==> config.mk <==
export PLATFORM = sky130hd
export DESIGN_NAME = rad_cdc_mcp_rx_packer
export DESIGN_NICKNAME = d
export VERILOG_FILES = /design/src/rtl/rad_cdc_mcp_rx_pkg.sv /design/src/rtl/rad_cdc_mcp_rx_fifo.sv /design/src/rtl/rad_cdc_mcp_rx_packer.sv
export SDC_FILE = /design/constraint.sdc
export NUM_CORES = 1
export LEC_CHECK = 0
export CELL_PAD_IN_SITES_DETAIL_PLACEMENT = 0
export CELL_PAD_IN_SITES_GLOBAL_PLACEMENT = 1
export CORE_MARGIN = 2
export CORE_UTILIZATION = 45
export CTS_CLUSTER_SIZE = 16
export DETAILED_ROUTE_END_ITERATION = 7
export PLACE_DENSITY = 0.9
export SYNTH_ARGS = -nofsm -noshare
export SYNTH_HDL_FRONTEND = slang
export SYNTH_SLANG_ARGS = --single-unit
==> constraint.sdc <==
create_clock -name clk -period 4 [get_ports clk]
set_input_delay 0.6 -clock clk [delete_from_list [all_inputs] [get_ports clk]]
set_output_delay 0.6 -clock clk [all_outputs]
set_load 0.1 [all_outputs]
==> run_1/wires.png <==
Scale bar: 20 microns. Two of the layers only.
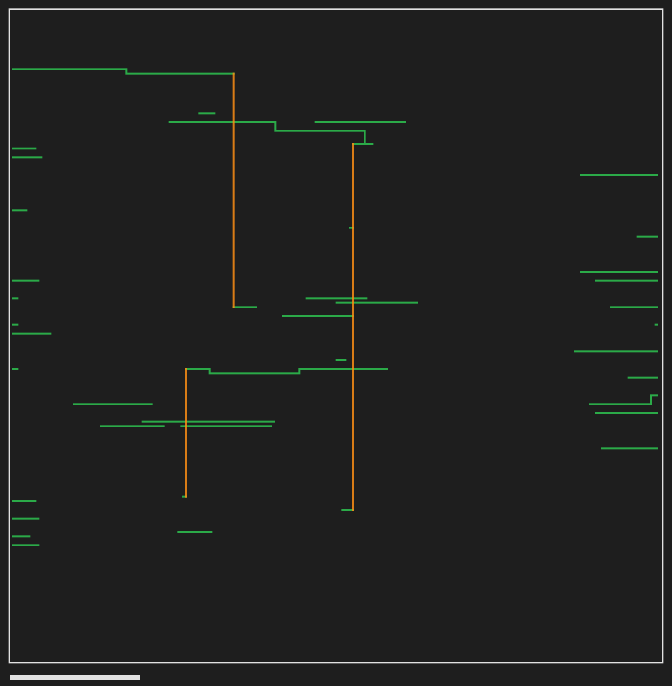
orange -> metal 4  # wire length 112 microns
green -> metal 3  # wire length 345 microns
via count: 2271
GRT Total Usage: 0.157
final WL: 7420 microns

==> run_1/congestion.png <==
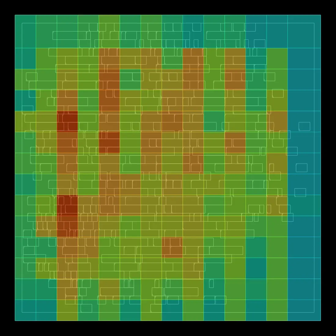
layer with the highest usage: met2
met2 GRT Util: 0.259
routed len/inst: 16.6 microns
Core Util, Final: 0.547

==> run_1/layer_met1.png <==
Scale bar: 20 microns. Cells faint in the background.
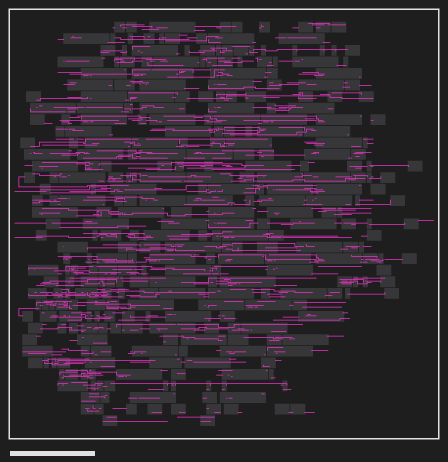
share of all routed wire = 44%
nets with wire on the layer = 313
wire length on this layer = 3270 microns
longest straight run = 41.4 microns
GR Util met1: 0.205

==> run_1/metal_density.png <==
20 x 20 tiles, from white (low) to dark blue (high), scaled to the fullest tile. Values are wire area over tile area, all layers added.
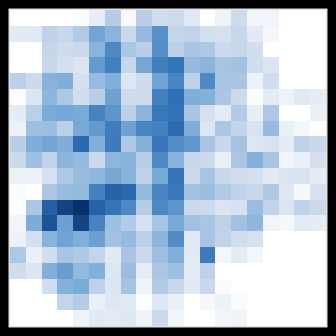
nearly empty tiles = 20%
fullest tile = 0.43
densest ninth of the die = center
mean over tiles = 0.12

==> changes_impl.md, run 1 <==
## Flow update

* Cts hold-fix bufs at 0
* Layout area overhead at 19.2%
* Initial DRC Count at 115
* FMAX at approximately 300 MHz
* Io pins at about 52
* Fillers at approximately 750
* Clk sinks at around 100
* Crit path DAT at 2.66 ns
* Design Area, Final at ~0.0050 sq mm
* Clock latency on the worst-skew pair at between 0.3 and 0.4 ns
* Status: complete, no violations
* DR WL met3 at roughly 350 microns
* # Post-CTS Setup Buffers at 0
* Largest net degree at the start of global routing at 39
* Worst hold path class: flip-flop to flip-flop
* Ys cells at around 280
* Max-slew violation count at 0
* CTS tree: yes
* Synth area leader: edfxtp_1
* Final Hold Fails at 0
* Top cells excl fill/tap: edfxtp_1, nor2_1, mux2i_1
* Worst path max stage delay at between 1 and 1.5 ns
* Global route total overflow at 0
* Synth Instances at approximately 280
==> run 1: layout make-up <==
cell class | count | area [sq um] | share of cell area
Multi-Input combinational cell | 153 | 1080 | 0.217
Inverter | 8 | 30.0 | 0.00600
Sequential cell | 104 | 3040 | 0.608
Tap cell | 111 | 139 | 0.0278
Clock inverter | 7 | 77.6 | 0.0155
Clock buffer | 9 | 124 | 0.0248
Timing Repair Buffer | 56 | 505 | 0.101
==> run_1/detail.png <==
Scale bar: 5 microns. Region (65, 65) to (85, 85) microns. Cells in gray, sequential cells in the stronger gray; small squares are vias.
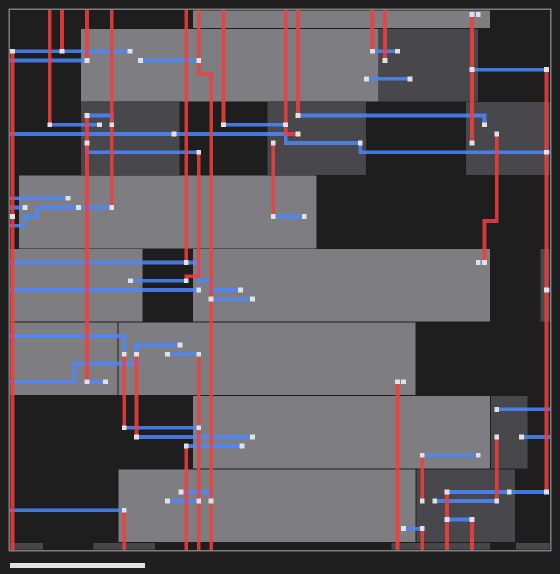

--- run 2 (diff from run 1) ---
--- a/config.mk
+++ b/config.mk
@@ -8,10 +8,10 @@
 export CELL_PAD_IN_SITES_DETAIL_PLACEMENT = 0
 export CELL_PAD_IN_SITES_GLOBAL_PLACEMENT = 1
 export CORE_MARGIN = 2
-export CORE_UTILIZATION = 45
+export CORE_UTILIZATION = 41
 export CTS_CLUSTER_SIZE = 16
 export DETAILED_ROUTE_END_ITERATION = 7
-export PLACE_DENSITY = 0.9
+export PLACE_DENSITY = 0.87
 export SYNTH_ARGS = -nofsm -noshare
 export SYNTH_HDL_FRONTEND = slang
 export SYNTH_SLANG_ARGS = --single-unit
==> constraint.sdc (replaced) <==
create_clock -name clk -period 2.8 [get_ports clk]
set_input_delay 0.42 -clock clk [delete_from_list [all_inputs] [get_ports clk]]
set_output_delay 0.42 -clock clk [all_outputs]
set_load 0.1 [all_outputs]
==> run_2/detail.png <==
Scale bar: 5 microns. Region (69, 69) to (89, 89) microns. Cells in gray, sequential cells in the stronger gray; small squares are vias.
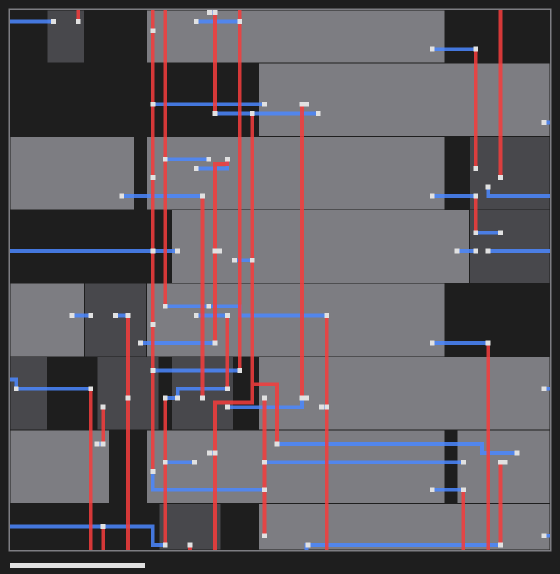
blue -> metal 1
red -> metal 2
most frequent = edfxtp_1 (8)
sequential cells in the window = 8
cells with their middle in the window = 15

==> run 2 against run 1 <==
- global-route usage fell by 1.8 points
- cell area grew 0.55%
- cell count rose by 5.8%
- clock skew is 0.0038 ns lower
- critical path type unchanged
- die area up 9.4%
- non-clock buffer count is 4 higher
==> changes_impl.md, run 2 <==
## Flow update

* Worst Hold Depth at 2
* Crit path DAT at 2.00 ns (-0.66 ns)
* Initial DRC Count at 88 (-23%)
* Global route total overflow at 0 (unchanged)
* Final Hold Fails at 0 (unchanged)
* Max-slew violation count at 0 (unchanged)
* Final WS setup at slightly below 0.4 ns
* Final WL at 7440 microns (+0.26%)
* Clk sinks at 104 (unchanged)
* Worst hold path class: flip-flop to flip-flop
* Via count at 2272 (+0.044%)
* Initial antenna violation count at 0
* Largest net degree at the start of global routing at 38 (-2.6%)
* Synth Instances at 275 (unchanged)
* FMAX at slightly above 400 MHz
* Cts hold-fix bufs at 0 (unchanged)
* Core Util, Final at 0.510 (-0.0367)
* Io pins at 52 (unchanged)
* DR WL met3 at 246 microns (-29%)
* Worst path max stage delay at 0.66 ns (-0.49 ns)
* Clock latency on the worst-skew pair at 0.36 ns (about the same)
* Status: complete, no violations
* Ys cells at 275 (unchanged)
* Top cells excl fill/tap: edfxtp_1, buf_4, nor2_1
* Crit end category: output pin
* Routed len/inst at 15.7 microns (-5.2%)
* Placed Area at 0.00483 sq mm
* GRT Total Usage at 0.139 (-0.0178)
==> run 2: cell counts after synthesis <==
No cell type changed its count.
==> run 2: final cells by class <==
| cell class | count | area [sq um] |
|---|---|---|
| timing repair buffer | 60 | 505 |
| multi-input combinational | 153 | 1080 |
| clock inverter | 6 | 73.8 |
| fill | 831 | 4830 |
| inverter | 8 | 30.0 |
| tap | 133 | 166 |
| sequential | 104 | 3040 |
| clock buffer | 10 | 128 |
==> run 2: per-layer routing <==
metal / vias to the layer above / track usage
met2: 41 / 0.246
met4: 0 / 0.0495
li1: 1111 / -
met1: 1111 / 0.169
met5: - / 0
met3: 9 / 0.0281
